Run 1, met3 routing:
Scale: 3 px per um.
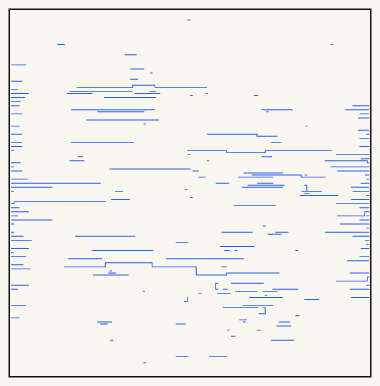
Run 1, sequential cells coloured by netlist name:
Scale: 4 px per um. Other sequential cells in the stronger grey, the rest of the logic in the fainter grey.
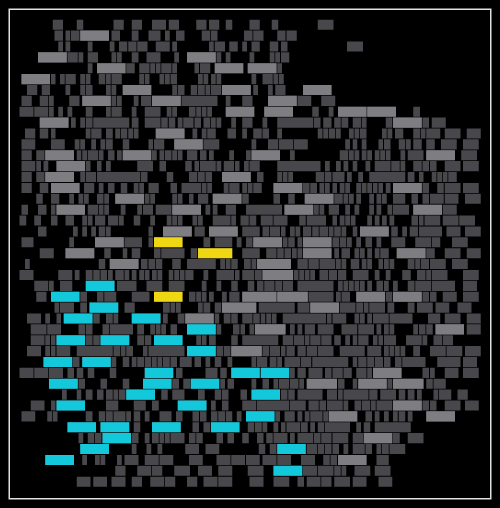
Run 1, cells coloured by class:
Scale: 2 px per um.
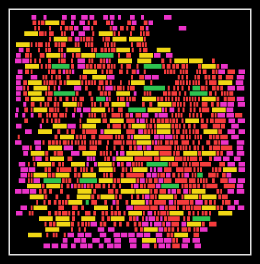
Run 1, metal layers overlaid:
Scale: 3 px per um. Only two layers are drawn.
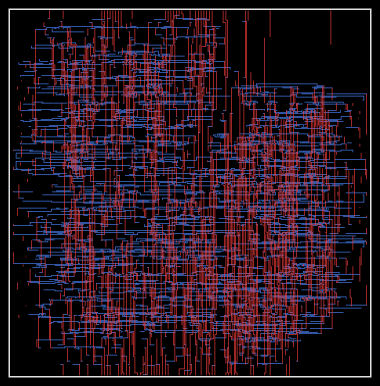
## src/rtl/mem_ctrl_pkg.sv

```systemverilog
// mem_ctrl_pkg: shared state type, sizes and byte-count helper for the memory access sequencer
package mem_ctrl_pkg;
  typedef enum logic [2:0] {IDLE, RD_ISSUE, RD_DRAIN, WR, RESP} state_t;
  localparam int WORD_BYTES = 4;
  localparam int BYTE_W = 8;
  function automatic logic [2:0] byte_count(input logic is_byte);
    return is_byte ? 3'd1 : 3'(WORD_BYTES);
  endfunction
endpackage

```

## src/rtl/mem_access_ctrl.sv

```systemverilog
// mem_access_ctrl: splits word/byte load-store requests into sequential little-endian byte accesses
module mem_access_ctrl
  import mem_ctrl_pkg::*;
#(
  parameter int ADDR_W = 32,
  parameter int DATA_W = 32
) (
  input  logic              clk,
  input  logic              rst,
  input  logic              req_valid,
  output logic              req_ready,
  input  logic              req_write,
  input  logic              req_byte,
  input  logic [ADDR_W-1:0] req_addr,
  input  logic [DATA_W-1:0] req_wdata,
  output logic              rsp_valid,
  output logic [DATA_W-1:0] rsp_rdata,
  output logic [ADDR_W-1:0] mem_addr,
  output logic [7:0]        mem_wdata,
  output logic              mem_read_en,
  output logic              mem_write_en,
  input  logic [7:0]        mem_rdata
);
  state_t state, next_state;
  logic [ADDR_W-1:0] base;
  logic [WORD_BYTES-1:0][BYTE_W-1:0] wdata_q, asm_q;
  logic write_q, byte_q, accept, last;
  logic [2:0] idx;
  logic [1:0] prev;
  assign accept = state == IDLE && req_valid;
  assign last = idx == byte_count(byte_q) - 3'd1;
  assign prev = idx[1:0] - 2'd1;
  always_ff @(posedge clk) begin
    if (rst) begin
      state <= IDLE;
      base <= '0;
      wdata_q <= '0;
      asm_q <= '0;
      write_q <= 1'b0;
      byte_q <= 1'b0;
      idx <= '0;
    end else begin
      state <= next_state;
      if (accept) begin
        base <= req_byte ? req_addr : {req_addr[ADDR_W-1:2], 2'b00};
        wdata_q <= req_wdata;
        write_q <= req_write;
        byte_q <= req_byte;
        idx <= '0;
        asm_q <= '0;
      end
      if (state == RD_ISSUE || state == WR) idx <= idx + 3'd1;
      // read data lags its strobe by one cycle, so it belongs to the previously issued index
      if ((state == RD_ISSUE && idx != 3'd0) || state == RD_DRAIN) asm_q[prev] <= mem_rdata;
    end
  end
  always_comb begin
    next_state = state;
    unique case (state)
      IDLE:     if (req_valid) next_state = req_write ? WR : RD_ISSUE;
      RD_ISSUE: if (last) next_state = RD_DRAIN;
      RD_DRAIN: next_state = RESP;
      WR:       if (last) next_state = RESP;
      RESP:     next_state = IDLE;
      default:  next_state = IDLE;
    endcase
  end
  assign req_ready = state == IDLE;
  assign mem_read_en = state == RD_ISSUE;
  assign mem_write_en = state == WR;
  assign rsp_valid = state == RESP;
  assign mem_addr = (mem_read_en || mem_write_en) ? base + ADDR_W'(idx) : '0;
  assign mem_wdata = mem_write_en ? wdata_q[idx[1:0]] : '0;
  assign rsp_rdata = (rsp_valid && !write_q) ? asm_q : '0;
endmodule

```

## config.mk

```make
export PLATFORM = sky130hd
export DESIGN_NAME = mem_access_ctrl
export DESIGN_NICKNAME = d
export VERILOG_FILES = /design/src/rtl/mem_ctrl_pkg.sv /design/src/rtl/mem_access_ctrl.sv
export SDC_FILE = /design/constraint.sdc
export NUM_CORES = 1
export LEC_CHECK = 0
export ABC_AREA = 1
export CORE_AREA = 2 2 118 120
export CTS_CLUSTER_DIAMETER = 40
export DETAILED_ROUTE_END_ITERATION = 6
export DIE_AREA = 0 0 120 122
export GPL_TIMING_DRIVEN = 0
export PLACE_DENSITY = 0.74
export SYNTH_ARGS = -nofsm -noshare
export SYNTH_HDL_FRONTEND = slang
export SYNTH_SLANG_ARGS = --single-unit
```

## constraint.sdc

```tcl
create_clock -name clk -period 2.65 [get_ports clk]
set_clock_uncertainty 0.1 [all_clocks]
set_input_delay 0.6625 -clock clk [delete_from_list [all_inputs] [get_ports clk]]
set_output_delay 0.6625 -clock clk [all_outputs]
set_load 0.05 [all_outputs]
```

==> out/summary.log, run 1 <==
[run_status] result of the run finished, violations left
[run_status] failing checks setup timing
[power_and_ir_drop] Static Leakage 3.405 nW
[clocking] clk latency late pin 0.36 ns
[floorplanning] Starting Density 0.4243
[cells_and_area] Antenna diodes 0
[cells_and_area] layout cell share with drive strength beyond 1 0.2651
[logic_synthesis] cells in synth_stat.txt 915
[logic_synthesis] netlist area before placement 5729 sq um
[cells_and_area] Post-Layout Cell Count 1289
[worst_setup_path] critical-path maximum fanout 6
[logic_synthesis] Yosys Warn Count 0
[logic_synthesis] Mapped Avg Cell Area 6.261 sq um
[floorplanning] Die Span Y 122 um
[cells_and_area] Final Net Count 1190
[clocking] clock input transition at the sequential cells of the worst setup and hold paths 0.07 ns
[worst_setup_path] worst setup path category flop to output pin
[job] tally of OpenROAD warnings 33
[logic_synthesis] most instantiated library cell after synthesis sky130_fd_sc_hd__nor2_1
[timing] Hold Worst Slack 0.3526 ns
[timing] worst relative slew slack 0.6182
[clocking] number of buffers created by CTS 9
[clocking] H-tree depth reported by CTS 3
[logic_synthesis] Seq share, synth 0.3634
[timing] highest achievable clock rate 0.3339 GHz
[floorplanning] full die area 14640 sq um
[timing] setup violation total in the final timing report 21
[logic_synthesis] cell type with the highest aggregate area in the netlist sky130_fd_sc_hd__dfxtp_1
[floorplanning] width of the chip 120 um
[worst_setup_path] buffering stage count on the worst path with inverters included 3
[worst_setup_path] master of the slowest instance on the critical path sky130_fd_sc_hd__fa_2
[routing] TritonRoute pass-1 iters 7
[logic_synthesis] Max-area cell share 0.3634
[worst_setup_path] kind of end point of the critical path output pin
[logic_synthesis] top cells, area sky130_fd_sc_hd__dfxtp_1 (36%), sky130_fd_sc_hd__nor2_1 (12%), sky130_fd_sc_hd__nand2_1 (12%), sky130_fd_sc_hd__o21ai_0 (8.0%), sky130_fd_sc_hd__a21oi_1 (7.5%)
[place] Final HPWL DP 13.38 mm
[logic_synthesis] ys async rst share 0
[global_route] global-route congestion overflow total 0
[power_and_ir_drop] VDD IR-drop max 520.1 uV
[timing] Final Hold Violation Tally 0
[timing] unrepaired setup endpoints after global routing yes
[place] GP Congestion 0.8932
[global_route] vias in the first global route 6189
[timing] final worst slack -0.3451 ns
[logic_synthesis] post-synth tally of flip-flops with integrated enable 0
[logic_synthesis] top flip-flop cell by instance count after synthesis sky130_fd_sc_hd__dfxtp_1
[routing] routed via count divided by cell count 5.053
[logic_synthesis] flip-flop and latch count after synthesis 104
[worst_hold_path] worst hold path class flop to flop
[global_route] initial antenna violation count 0
[clocking] root buffer cell sky130_fd_sc_hd__clkbuf_16
[routing] post-route antenna net violation count 0
[timing] final worst path period need 2.995 ns
[logic_synthesis] gate count of the mapped netlist 915
[global_route] pin count of the biggest net entering global routing 18
[routing] number of DRC markers after the initial detailed-route iteration 496
[worst_setup_path] critical path's largest stage delay 0.36 ns
[timing] slew of the pin with the lowest slew margin 0.5728 ns
[clocking] # clock sinks 104
[logic_synthesis] floorplan net count 1001
[logic_synthesis] chip area in the Yosys report 5729 sq um
[worst_setup_path] crit-path cells ha_4, inv_2, fa_2, inv_2, nand2_2, nand2_2, nand2_4, nor2_4, nand2_2, o21ai_2, nor2_4, buf_6
[routing] DRC violation count after routing 0
About 'met3 routing':
longest straight run = 30.6 um
nets with wire on the layer = 149
share of all routed wire = 6.3%
met3 Track Usage GR: 0.05243
DRT Wirelength: 19.12 mm

About 'sequential cells coloured by netlist name':
yellow -> state  # flops 3
cyan -> wdata_q  # flops 32
not coloured = 69
Sequential Power: 2.01 mW
Register Area: 2105 sq um
register fraction of the total cell area: 0.2432
fraction of the core area covered by cells at the end of the flow: 0.6409

About 'cells coloured by class':
magenta -> remaining buffers and delay cells  # cells 227, share of their area 23%
yellow -> sequential cells  # cells 104, share of their area 25%
green -> clock drivers and dummy loads  # cells 16, share of their area 4.2%
red -> combinational and other logic  # cells 762, share of their area 48%
row count: 43
Layout Cell Area excl Fill: 8655 sq um
placeable core region: 13500 sq um

About 'metal layers overlaid':
blue -> metal 1  # wire length 8040 um
red -> metal 2  # wire length 9200 um
detail-routed net length per standard cell: 14.83 um
global routing usage summed across all routing layers: 0.2546
vias post-DR: 6513

==> run 1: registers in the layout, summed over array words and instances (netlist names) <==
name and flops:
byte_q 1, state 3, asm_q 32, write_q 1, idx 3, wdata_q 32, base 32
==> run 1: power by group <==
group / leakage [nW] / internal, mW / switching [mW] / total, mW
Sequential: 0.859 / 1.83 / 0.185 / 2.01
Clock: 0.175 / 0.956 / 0.628 / 1.58
Combinational: 2.37 / 0.706 / 1.33 / 2.03
==> run 1: through the flow <==
stage / TNS, ns / utilization
finish: -4.489 / 0.6409
global route: -6.147 / 0.6409
CTS: -3.669 / 0.6226
detailed placement: -31.62 / 0.5739
global placement: -31.27 / 0.5739
floorplan: -0.8903 / -
==> run 1: path summary, 6_finish.rpt <==
kind	from	endpoint	slack (ns)	cells after the start
worst min register to register	wdata_q[16]	wdata_q[16]	0.35	2
worst max-delay path	base[0]	mem_addr[24]	-0.35	12
worst min-delay path	wdata_q[16]	wdata_q[16]	0.35	2
worst max register to register	idx[0]	asm_q[26]	0.54	11
==> run 1: per-layer routing <==
layer | GRT usage | wire, um | up-vias
li1 | - | - | 3282
met1 | 0.3184 | 8043 | 2936
met2 | 0.4293 | 9204 | 247
met3 | 0.05243 | 1208 | 48
met4 | 0.1022 | 661 | 0
met5 | 0 | 0 | -
==> run 1: logic make-up after synthesis <==
family                   synth area share
AND/OR/NAND/NOR                    0.2992
AND-OR/OR-AND                      0.2009
adder cells (fa/ha/maj)           0.02097
buffers and inverters              0.1140
XOR/XNOR                         0.001529
flip-flops                         0.3634
==> run 1: cells in the final DEF, fill, tap and decap left out, drive strengths merged, types with 5 or more instances in the layout <==
cell / instances
buf: 99
clkbuf: 58
inv: 105
a21oi: 86
dfxtp: 104
o21ai: 92
nand3: 52
ha: 8
clkdlybuf4s50: 75
nand2: 183
nor3: 12
a21boi: 32
nor2: 185
clkinv: 5
==> run 1: tightest hold or removal path, delay by kind of cell (launching register included) <==
kind / cells / cell delay [ns]
compound gates: 1 / 0.05
buf+inv: 1 / 0.06
flops: 1 / 0.30
==> run 1: layout make-up <==
type | instances | area (sq um)
sequential | 104 | 2105
buffer | 48 | 279.0
inverter | 109 | 434.2
fill | 1233 | 4850
multi-input combinational | 653 | 3622
clock buffer | 10 | 239.0
timing repair buffer | 179 | 1635
tap | 180 | 225.2
clock inverter | 6 | 115.1
==> run 1: what timing repair did <==
item / 4_1_cts / 5_1_grt
setup endpoints to repair: 75 / 74
hold buffers: 0 / 0
pin swaps: 28 / 28
resized: 472 / 126
endpoints found under the hold margin: 0 / 0
setup buffers: 16 / 12
==> inputs of run 2 (changes only) <==
ABC_AREA = 0   (was 1)
CAP_MARGIN = 20   (was not set)
CORE_AREA = 2 2 115 117   (was 2 2 118 120)
DIE_AREA = 0 0 117 119   (was 0 0 120 122)
REMOVE_ABC_BUFFERS = 1   (was not set)
Run 2, metal layers overlaid:
Scale: 3 px per um. Only two layers are drawn.
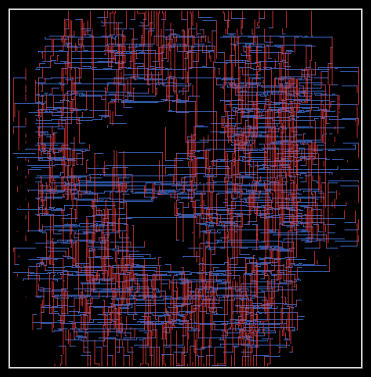
red -> metal 2  # wire length 7470 um
blue -> metal 1  # wire length 6680 um
DRT Wirelength: 15.26 mm
vias post-DR: 5269
detail-routed net length per standard cell: 15.17 um

Run 2, sequential cells coloured by netlist name:
Scale: 4 px per um. Other sequential cells in the stronger grey, the rest of the logic in the fainter grey.
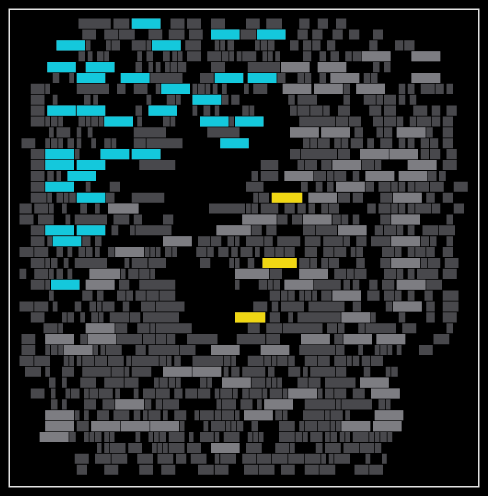
cyan -> wdata_q  # flops 32
yellow -> state  # flops 3
Register Area: 2102 sq um
fraction of the core area covered by cells at the end of the flow: 0.6029
register fraction of the total cell area: 0.2708
Sequential Power: 1.78 mW

==> run 2 against run 1 <==
Against the previous run: the flow still finishes with violations (setup timing); core utilization is 3.8 points lower; sequential share of layout area is 2.8 points higher; combinational power is 55% lower; sequential power is 11% lower; fmax is 3.3% lower; die size is 4.9% lower.
==> out/summary.log, run 2 <==
[power_and_ir_drop] portion of total power attributed to combinational logic 0.225
[worst_hold_path] critical hold path startpoint wdata_q[7]
[logic_synthesis] chip area in the Yosys report 5334 sq um
[logic_synthesis] top flip-flop cell by instance count after synthesis sky130_fd_sc_hd__dfxtp_1
[global_route] vias in the first global route 4897
[power_and_ir_drop] Static Leakage 2.909 nW
[clocking] # clock sinks 104
[timing] worst relative slew slack 0.6429
[global_route] global-route congestion overflow total 0
[global_route] global routing usage summed across all routing layers 0.2086
[logic_synthesis] top cells, area sky130_fd_sc_hd__dfxtp_1 (39%), sky130_fd_sc_hd__nand2_1 (10%), sky130_fd_sc_hd__a21oi_1 (9.9%), sky130_fd_sc_hd__nand4b_1 (5.3%), sky130_fd_sc_hd__and2_1 (4.0%)
[timing] final-report max-slew violation count 0
[timing] final worst slack -0.4460 ns
[power_and_ir_drop] VDD IR-drop max 341.7 uV
[clocking] clk latency late pin 0.34 ns
[logic_synthesis] most instantiated library cell after synthesis sky130_fd_sc_hd__nand2_1
[worst_hold_path] endpoint with the worst hold slack wdata_q[7]
[logic_synthesis] ys async rst share 0
[run_status] result of the run finished, violations left
[timing] slew of the pin with the lowest slew margin 0.5378 ns
[floorplanning] Die Span Y 119 um
[worst_setup_path] worst setup path category flop to output pin
[floorplanning] full die area 13920 sq um
[logic_synthesis] cell type with the highest aggregate area in the netlist sky130_fd_sc_hd__dfxtp_1
[clocking] H-tree depth reported by CTS 3
[worst_setup_path] capture instance of the worst register-to-register path asm_q[9]
[place] Final HPWL DP 9.781 mm
[cells_and_area] layout cell share with drive strength beyond 1 0.2253
[worst_setup_path] RR Startpoint idx[0]
[logic_synthesis] netlist area before placement 5334 sq um
[clocking] hold buffer count at CTS 0
[floorplanning] placeable core region 12870 sq um
[logic_synthesis] gate count of the mapped netlist 675
[floorplanning] Starting Density 0.4143
[logic_synthesis] flip-flop and latch count after synthesis 104
[timing] Hold Worst Slack 0.3564 ns
[logic_synthesis] Seq share, synth 0.3903
[timing] unrepaired setup endpoints after global routing yes
[logic_synthesis] post-synth tally of flip-flops with integrated enable 0
[place] GP Congestion 0.7497
[power_and_ir_drop] net switching share of the total power 0.3049
[routing] routed via count divided by cell count 5.238
[timing] final worst path period need 3.096 ns
[worst_setup_path] kind of end point of the critical path output pin
[logic_synthesis] Max-area cell share 0.3903
[routing] DRC violation count after routing 0
[power_and_ir_drop] Internal Power 2.831 mW
[global_route] pin count of the biggest net entering global routing 75
[timing] setup violation total in the final timing report 37
[cells_and_area] Post-Layout Cell Count 1006
[worst_hold_path] worst hold path class flop to flop
[cells_and_area] largest registers asm_q: 32 flops, base: 32 flops, wdata_q: 32 flops
[floorplanning] width of the chip 117 um
[power_and_ir_drop] part of the power in registers 0.436
[clocking] clock input transition at the sequential cells of the worst setup and hold paths 0.07 ns
[cells_and_area] most frequent cells in the layout sky130_fd_sc_hd__nand2_1 (142), sky130_fd_sc_hd__a21oi_1 (105), sky130_fd_sc_hd__dfxtp_1 (96), sky130_fd_sc_hd__clkdlybuf4s50_1 (75), sky130_fd_sc_hd__buf_4 (46)
[clocking] number of buffers created by CTS 9
[run_status] failing checks setup timing
[timing] setup TNS after final layout -10.21 ns
[timing] highest achievable clock rate 0.3230 GHz
[power_and_ir_drop] power share of the clock group 0.338
[logic_synthesis] Mapped Avg Cell Area 7.902 sq um
[logic_synthesis] Yosys Warn Count 0
[timing] Final Hold Violation Tally 0
[job] tally of OpenROAD warnings 31
[power_and_ir_drop] cell area power density 524.6 nW/um^2
[worst_setup_path] flop2flop setup slack 0.32 ns
[clocking] Clock Tree Buf Depth 2
[cells_and_area] most common cell after layout, fill and taps aside sky130_fd_sc_hd__nand2_1
[worst_setup_path] FF-to-FF path depth 9
[logic_synthesis] cells in synth_stat.txt 675
[cells_and_area] Final Net Count 911
[worst_setup_path] critical-path maximum fanout 4
[logic_synthesis] Cell variety after synth 44
[cells_and_area] Antenna diodes 0
[routing] number of DRC markers after the initial detailed-route iteration 320
[floorplanning] row count 42
[worst_hold_path] instance count along the most critical hold path 2
[global_route] initial antenna violation count 0
[power_and_ir_drop] net load switching power 1.242 mW
[clocking] root buffer cell sky130_fd_sc_hd__clkbuf_16
[routing] post-route antenna net violation count 0
[routing] TritonRoute pass-1 iters 4
run 2: cell count changes after synthesis, moves of 26 or more:
cell and change:
sky130_fd_sc_hd__a21boi_0 -26, sky130_fd_sc_hd__inv_1 -95, sky130_fd_sc_hd__and2_1 +34, sky130_fd_sc_hd__o21ai_0 -88, sky130_fd_sc_hd__nand2_1 -38, sky130_fd_sc_hd__nor2_1 -149, sky130_fd_sc_hd__nand4b_1 +32
run 2: power by group through the flow:
stage / Combinational [mW] / Sequential [mW] / Clock, mW
after floorplan: 0.493 / 1.79 / 0
after global placement: 0.795 / 1.81 / 0
after detailed placement: 0.836 / 1.82 / 0
after CTS: 0.884 / 1.78 / 1.40
after global routing: 0.996 / 1.79 / 1.45
final: 0.918 / 1.78 / 1.38
run 2: how the worst max path moves through the flow:
stage | startpoint | slack (ns) | endpoint
finish | idx[0] | -0.45 | mem_addr[12]
detailed placement | idx[0] | -1.75 | mem_addr[16]
CTS | idx[0] | -0.42 | mem_addr[8]
global placement | idx[0] | -1.87 | mem_addr[12]
floorplan | state[2] | -1.50 | asm_q[10]
global route | idx[0] | -0.54 | mem_addr[8]
run 2: layer usage:
metal / share of wire / GRT usage / vias up
met5: 0 / 0 / -
met2: 0.49 / 0.3447 / 169
met4: 0.018 / 0.06397 / 0
met1: 0.44 / 0.2765 / 2476
met3: 0.055 / 0.03613 / 18
li1: - / - / 2606
run 2: layout make-up:
cell class | count | area, sq um
clock inverter | 5 | 63.81
timing repair buffer | 191 | 1856
fill | 1122 | 5112
inverter | 9 | 37.54
tap | 176 | 220.2
sequential | 104 | 2102
clock buffer | 11 | 242.7
multi-input combinational | 510 | 3241
run 2: timing repair:
action / in CTS / in global routing
gates resized: 471 / 13
hold endpoints to repair: 0 / 0
endpoints found under the setup margin: 109 / 88
setup buffers: 14 / 18
gates cloned: 2 / 0
pin swaps: 16 / 18
run 2: cell families after synthesis:
family | synth area share
AND-OR/OR-AND | 0.1114
multiplexers | 0.03378
adder cells (fa/ha/maj) | 0.02252
buffers and inverters | 0.05043
flip-flops | 0.3903
AND/OR/NAND/NOR | 0.3455
XOR/XNOR | 0.04598
run 2: worst max-delay path, stage by stage, from the launching register on:
cell                      delay, ns
sky130_fd_sc_hd__dfxtp_4       0.37
sky130_fd_sc_hd__ha_4          0.14
sky130_fd_sc_hd__inv_2         0.04
sky130_fd_sc_hd__fa_2          0.39
sky130_fd_sc_hd__nor2b_4       0.16
sky130_fd_sc_hd__o21ai_2       0.12
sky130_fd_sc_hd__or3_1         0.33
sky130_fd_sc_hd__a21oi_1       0.22
sky130_fd_sc_hd__buf_4         0.24
run 2: stage by stage:
step | setup slack [ns] | cell area, sq um | power, mW
2_1_floorplan | -1.504 | 5099 | 2.283
3_3_place_gp | -1.869 | 6840 | 2.609
3_5_place_dp | -1.748 | 6942 | 2.660
4_1_cts | -0.4245 | 7579 | 4.054
5_1_grt | -0.5430 | 7762 | 4.242
6_report | -0.4460 | 7762 | 4.072
Power and IR drop assume default switching activity.
